### src/rtl/out_act_wb_pkg.sv
// ----------------------------------------------------------------------------
// out_act_wb_pkg
//  Shared sizing constants and FSM state encoding for the PE write-back stage.
//  DATA_W : activation / partial-sum width (PE data bus width)
//  ACT_NO : output activations held per PE (register file depth)
//  ACT_AW : activation index width, $clog2(ACT_NO)
// ----------------------------------------------------------------------------
package out_act_wb_pkg;

    localparam int DATA_W = 16;
    localparam int ACT_NO = 16;
    localparam int ACT_AW = 4;

    typedef enum logic [1:0] {
        ST_IDLE  = 2'd0,
        ST_CLEAR = 2'd1,
        ST_DRAIN = 2'd2
    } wb_state_t;

endpackage

### src/rtl/out_act_wb_rf.sv
// ----------------------------------------------------------------------------
// out_act_wb_rf
//  Output-activation register file: flop array with one write port, one
//  registered write-first read port and one combinational drain read port.
//  Ports:
//   clk, rst                 clock, async active-high reset (clears array)
//   i_wr_en/addr/data        write port, commits at the clock edge
//   i_rd_en/addr, o_rd_data  registered read; holds while i_rd_en=0
//   i_dr_addr, o_dr_data     combinational read used by the drain path
// ----------------------------------------------------------------------------
module out_act_wb_rf #(
    parameter int DATA_W = 16,
    parameter int DEPTH  = 16,
    parameter int AW     = 4
) (
    input  logic              clk,
    input  logic              rst,
    input  logic              i_wr_en,
    input  logic [AW-1:0]     i_wr_addr,
    input  logic [DATA_W-1:0] i_wr_data,
    input  logic              i_rd_en,
    input  logic [AW-1:0]     i_rd_addr,
    output logic [DATA_W-1:0] o_rd_data,
    input  logic [AW-1:0]     i_dr_addr,
    output logic [DATA_W-1:0] o_dr_data
);

    logic [DEPTH-1:0][DATA_W-1:0] r_mem;
    logic [DATA_W-1:0]            r_rd_data;
    logic                         w_bypass;

    // Write-first: a same-cycle write to the read address is forwarded.
    assign w_bypass = i_wr_en && (i_wr_addr == i_rd_addr);

    always_ff @(posedge clk or posedge rst) begin
        if (rst) begin
            r_mem <= '0;
        end else if (i_wr_en) begin
            r_mem[i_wr_addr] <= i_wr_data;
        end
    end

    always_ff @(posedge clk or posedge rst) begin
        if (rst) begin
            r_rd_data <= '0;
        end else if (i_rd_en) begin
            r_rd_data <= w_bypass ? i_wr_data : r_mem[i_rd_addr];
        end
    end

    assign o_rd_data = r_rd_data;
    assign o_dr_data = r_mem[i_dr_addr];

endmodule

### src/rtl/out_act_wb.sv
// ----------------------------------------------------------------------------
// out_act_wb
//  PE pipeline write-back stage. Commits add-stage results into the output
//  activation register file, serves the accumulator read port, and runs the
//  CLEAR (zero all entries) and DRAIN (stream all entries out) sequences.
//  Ports:
//   clk, rst                               clock, async active-high reset
//   comp_en_wb, out_act_addr_wb,
//   add_result_wb                          write from the add stage
//   rd_en, rd_addr, rd_data                accumulator read, 1-cycle latency
//   clear_start, drain_start               sequence start pulses (IDLE only)
//   out_valid, out_ready, out_addr,
//   out_data                               drain stream, valid/ready
//   busy                                   CLEAR or DRAIN in progress
//   done                                   1-cycle pulse when a sequence ends
//   err_wr_busy                            sticky: write dropped while busy
// ----------------------------------------------------------------------------
module out_act_wb
    import out_act_wb_pkg::*;
(
    input  logic              clk,
    input  logic              rst,
    input  logic              comp_en_wb,
    input  logic [ACT_AW-1:0] out_act_addr_wb,
    input  logic [DATA_W-1:0] add_result_wb,
    input  logic              rd_en,
    input  logic [ACT_AW-1:0] rd_addr,
    output logic [DATA_W-1:0] rd_data,
    input  logic              clear_start,
    input  logic              drain_start,
    output logic              out_valid,
    input  logic              out_ready,
    output logic [ACT_AW-1:0] out_addr,
    output logic [DATA_W-1:0] out_data,
    output logic              busy,
    output logic              done,
    output logic              err_wr_busy
);

    localparam logic [ACT_AW-1:0] PTR_LAST = ACT_AW'(ACT_NO - 1);

    wb_state_t         r_state, w_state_nxt;
    logic [ACT_AW-1:0] r_ptr, w_ptr_nxt;
    logic              r_out_valid, w_out_valid_nxt;
    logic [ACT_AW-1:0] r_out_addr;
    logic [DATA_W-1:0] r_out_data;
    logic              r_done, w_done_nxt;
    logic              r_err;
    logic              w_out_load;
    logic              w_fire;
    logic              w_err_set;
    logic              w_wr_en;
    logic [ACT_AW-1:0] w_wr_addr;
    logic [DATA_W-1:0] w_wr_data;
    logic [DATA_W-1:0] w_dr_data;

    assign w_fire = r_out_valid & out_ready;

    // The single RF write port is shared between add-stage commits (IDLE)
    // and the CLEAR sweep; outside IDLE the add-stage write is dropped.
    always_comb begin
        w_state_nxt     = r_state;
        w_ptr_nxt       = r_ptr;
        w_out_valid_nxt = r_out_valid;
        w_out_load      = 1'b0;
        w_done_nxt      = 1'b0;
        w_err_set       = 1'b0;
        w_wr_en         = 1'b0;
        w_wr_addr       = out_act_addr_wb;
        w_wr_data       = add_result_wb;
        case (r_state)
            ST_IDLE: begin
                w_wr_en = comp_en_wb;
                if (clear_start) begin
                    w_state_nxt = ST_CLEAR;
                    w_ptr_nxt   = '0;
                end else if (drain_start) begin
                    w_state_nxt     = ST_DRAIN;
                    w_ptr_nxt       = '0;
                    w_out_valid_nxt = 1'b1;
                    w_out_load      = 1'b1;
                end
            end
            ST_CLEAR: begin
                w_err_set = comp_en_wb;
                w_wr_en   = 1'b1;
                w_wr_addr = r_ptr;
                w_wr_data = '0;
                if (r_ptr == PTR_LAST) begin
                    w_state_nxt = ST_IDLE;
                    w_ptr_nxt   = '0;
                    w_done_nxt  = 1'b1;
                end else begin
                    w_ptr_nxt = r_ptr + ACT_AW'(1);
                end
            end
            ST_DRAIN: begin
                w_err_set = comp_en_wb;
                if (w_fire) begin
                    if (r_ptr == PTR_LAST) begin
                        w_state_nxt     = ST_IDLE;
                        w_ptr_nxt       = '0;
                        w_out_valid_nxt = 1'b0;
                        w_done_nxt      = 1'b1;
                    end else begin
                        w_ptr_nxt  = r_ptr + ACT_AW'(1);
                        w_out_load = 1'b1;
                    end
                end
            end
            default: begin
                w_state_nxt     = ST_IDLE;
                w_ptr_nxt       = '0;
                w_out_valid_nxt = 1'b0;
            end
        endcase
    end

    always_ff @(posedge clk or posedge rst) begin
        if (rst) begin
            r_state     <= ST_IDLE;
            r_ptr       <= '0;
            r_out_valid <= 1'b0;
            r_done      <= 1'b0;
        end else begin
            r_state     <= w_state_nxt;
            r_ptr       <= w_ptr_nxt;
            r_out_valid <= w_out_valid_nxt;
            r_done      <= w_done_nxt;
        end
    end

    // Drain outputs are registered: the entry at the next pointer is
    // pre-fetched so out_* are stable for as long as out_ready stays low.
    // The array cannot change during DRAIN since writes are dropped.
    always_ff @(posedge clk or posedge rst) begin
        if (rst) begin
            r_out_addr <= '0;
            r_out_data <= '0;
        end else if (w_out_load) begin
            r_out_addr <= w_ptr_nxt;
            r_out_data <= w_dr_data;
        end
    end

    always_ff @(posedge clk or posedge rst) begin
        if (rst) begin
            r_err <= 1'b0;
        end else if (w_err_set) begin
            r_err <= 1'b1;
        end
    end

    out_act_wb_rf #(
        .DATA_W (DATA_W),
        .DEPTH  (ACT_NO),
        .AW     (ACT_AW)
    ) u_rf (
        .clk       (clk),
        .rst       (rst),
        .i_wr_en   (w_wr_en),
        .i_wr_addr (w_wr_addr),
        .i_wr_data (w_wr_data),
        .i_rd_en   (rd_en),
        .i_rd_addr (rd_addr),
        .o_rd_data (rd_data),
        .i_dr_addr (w_ptr_nxt),
        .o_dr_data (w_dr_data)
    );

    assign out_valid   = r_out_valid;
    assign out_addr    = r_out_addr;
    assign out_data    = r_out_data;
    assign busy        = (r_state != ST_IDLE);
    assign done        = r_done;
    assign err_wr_busy = r_err;

endmodule
### config.mk
export PLATFORM = sky130hd
export DESIGN_NAME = out_act_wb
export DESIGN_NICKNAME = d
export VERILOG_FILES = /design/src/rtl/out_act_wb_pkg.sv /design/src/rtl/out_act_wb_rf.sv /design/src/rtl/out_act_wb.sv
export SDC_FILE = /design/constraint.sdc
export NUM_CORES = 1
export LEC_CHECK = 0
export ABC_CLOCK_PERIOD_IN_PS = 31500
export CORE_MARGIN = 4
export CORE_UTILIZATION = 25
export CTS_CLUSTER_SIZE = 30
export DETAILED_ROUTE_END_ITERATION = 7
export GPL_TIMING_DRIVEN = 0
export PLACE_DENSITY = 0.52
export SLEW_MARGIN = 25
export SYNTH_ARGS = -nofsm -noshare
export SYNTH_HDL_FRONTEND = slang
export SYNTH_SLANG_ARGS = --single-unit
### constraint.sdc
create_clock -name clk -period 31.5 [get_ports clk]
set_clock_uncertainty 0.2 [all_clocks]
set_input_delay 9.45 -clock clk [delete_from_list [all_inputs] [get_ports clk]]
set_output_delay 9.45 -clock clk [all_outputs]
set_load 0.02 [all_outputs]
==> images/closeup.png <==
Region (114, 63) to (144, 93) um. Cells in gray, sequential cells in the stronger gray; small squares are vias.
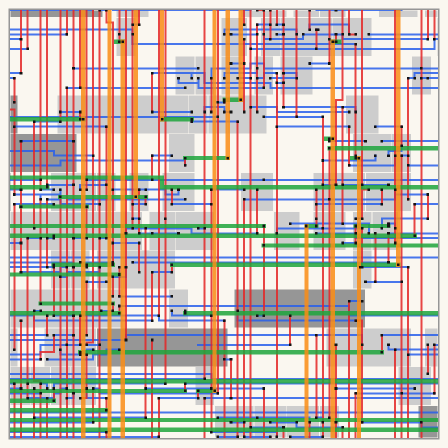
- M2: red
- M1: blue
- M4: orange
- M3: green
- sequential cells in the window: 3
- cells with their middle in the window: 55
- most frequent: nand2_1 (9), nor2_1 (8)

==> images/congestion_map.png <==
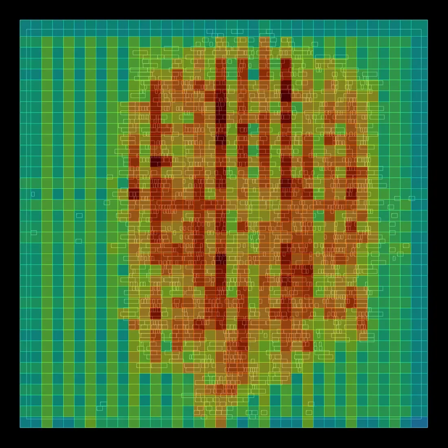
routed len/inst: 25.2 um
utilization after layout: 30.1%

==> impl_metrics.toml <==
# generated from flow reports
[final_timing]
finalHoldViolations = 0
hold_ws_ns = 0.260
fin_setup_tns_ns = 0
finalClockPeriodUsage_pct = 39.4
fmax_mhz = 80.7
finalCriticalPeriod_ns = 12.40
setup_slack_ns = 19.10
rsz0062_at_grt = "no"
tightest_slew_ns = 1.16
finalSetupViolCount = 0

[global_routing]
use_met3_pct = 4.15
grt.overflow.total = 0
globalRouteMet2Util_pct = 29.1
grt_max_degree = 80

[die]
row_count = 91
io-pin-count = 71
core_um2 = 62100
die_w_um = 259

[drt]
dr_wl_met2_um = 28900
wl_met3_um = 5310
met1_length_um = 25500
viasPerCell = 5.34
wirelength_um = 62400
top_layer_used = "met4"

[cts]
cts_buffer_depth = 3
post_cts_buffers = 0
clkSlewWorstSetupHoldPaths_ns = 0.06
cts_root_buf = "clkbuf_16"
worstSkewPairLatency_ns = 0.54
cts.sinks = 301
ctsResizeCount = 0

[setup_path]
critPathKind = "input port to flop"
cp-endpoint = "out_data[0]"
rr_startpoint = "r_ptr[0]"
end_kind = "flop"
worstPathRequired_ns = 31.71
rr_endpoint = "out_data[0]"
cp_cell_sequence = "clkdlybuf4s50_1 > nor3b_1 > o21a_1 > nor2_2 > nor2_1 > clkbuf_1 > nand3_1 > a41o_1"
cpPeakStageDelay_ns = 0.65
cp_num_buf_inv = 2
r2r_slack_ns = 27.71
cp-start-kind = "input port"
setup.worst_path.start = "clear_start"
arrival_ns = 12.61

[final_layout]
final_cell_area_um2 = 18700
nets = 1652
drive_gt1_share_pct = 17.3
mostFrequentLayoutCells = "nand2_1 (368), dfrtp_1 (301), o21ai_0 (183), mux2_2 (97), clkbuf_1 (76)"

[worst_hold_path]
min_path_cells = 1
hold_start = "err_wr_busy"
holdPathEnd = "err_wr_busy"
holdCritPathClass = "flop to flop"

[logic_synthesis]
synth.most_common_cell = "nand2_1"
synth_xor_xnor_area_share_pct = 0.334
ys_sh_aoi_pct = 14.6
syn_nets = 1547
seq_area_frac_synth_pct = 47.9
top_logic_kind = "multiplexers"
syn_inst = 1511
synth.distinct_cells = 54
synth-seq-cells = 301
yosys-stat-area_um2 = 15700
ys_cells = 1511
edf_count = 0
syn_avg_cell_area_um2 = 10.4
ys_sh_adder_pct = 0.398

[placement]
place_hpwl_um = 45900
pre_cts_ws_ns = 18.60
dpl-instance-area_um2 = 17500

[run_status]
outcome = "completed"

[power]
pwr_density_cell_nw_per_um2 = 96.8
peakVddDrop_uv = 39.4
p_leak_nw = 7.76

[flow_run]
maxCapViolCount = 0
==> images/route_heat.png <==
(1.5 px per um) 26 x 26 tiles, from white (low) to dark blue (high), scaled to the fullest tile. Values are wire area over tile area, all layers added.
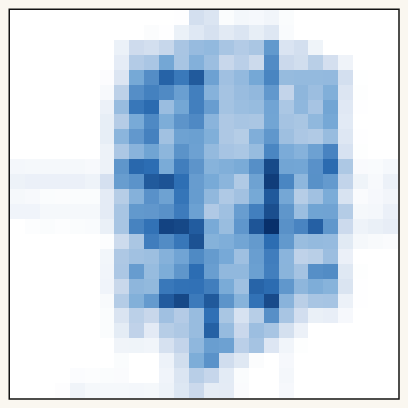
- fullest tile: 0.65
- densest ninth of the die: center
- nearly empty tiles: 36%

==> images/gates.png <==
(2 px per um)
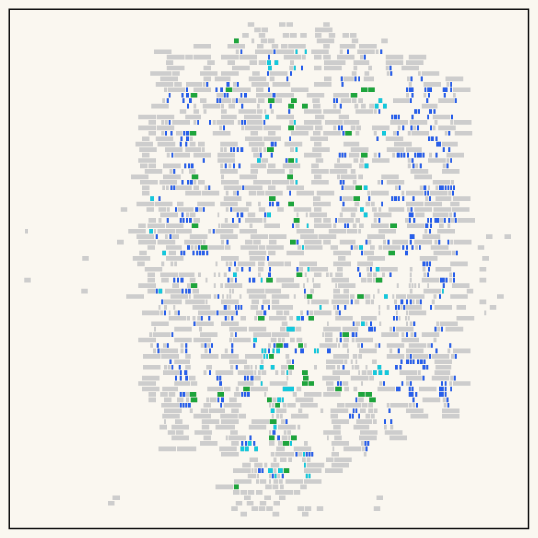
- non-inverting ao/oa cells: green (cells 61)
- nand cells: blue (cells 438)
- nor cells: cyan (cells 72; where a vertical strip down the middle)
multi-input combinational area share: 41.1%
Cell Count, Final, Fillers Out: 2480
Commonest Layout Cell: nand2_1

-- registers in the layout, summed over array words and instances (netlist names) --
register	cells
done	1
r_ptr	4
u_rf.r_mem	256
out_addr	4
r_state	2
out_valid	1
out_data	16
err_wr_busy	1
u_rf.o_rd_data	16
-- layout make-up --
class / count / area [um2]
flip-flops and latches: 301 / 7530
well taps: 837 / 1050
clock inverters: 13 / 153
fillers: 6376 / 43400
plain buffers: 114 / 497
diodes: 3 / 7.51
inverters: 9 / 41.3
repair buffers: 69 / 743
multi-input cells: 1087 / 7670
clock buffers: 47 / 981
-- power breakdown --
part | switching [mW] | total [mW] | internal [mW]
Clock | 0.171 | 0.414 | 0.243
Sequential | 0.150 | 0.704 | 0.554
Combinational | 0.406 | 0.690 | 0.284
Total | 0.727 | 1.81 | 1.08
No activity file was given, so power comes from the tool's default toggle rates.
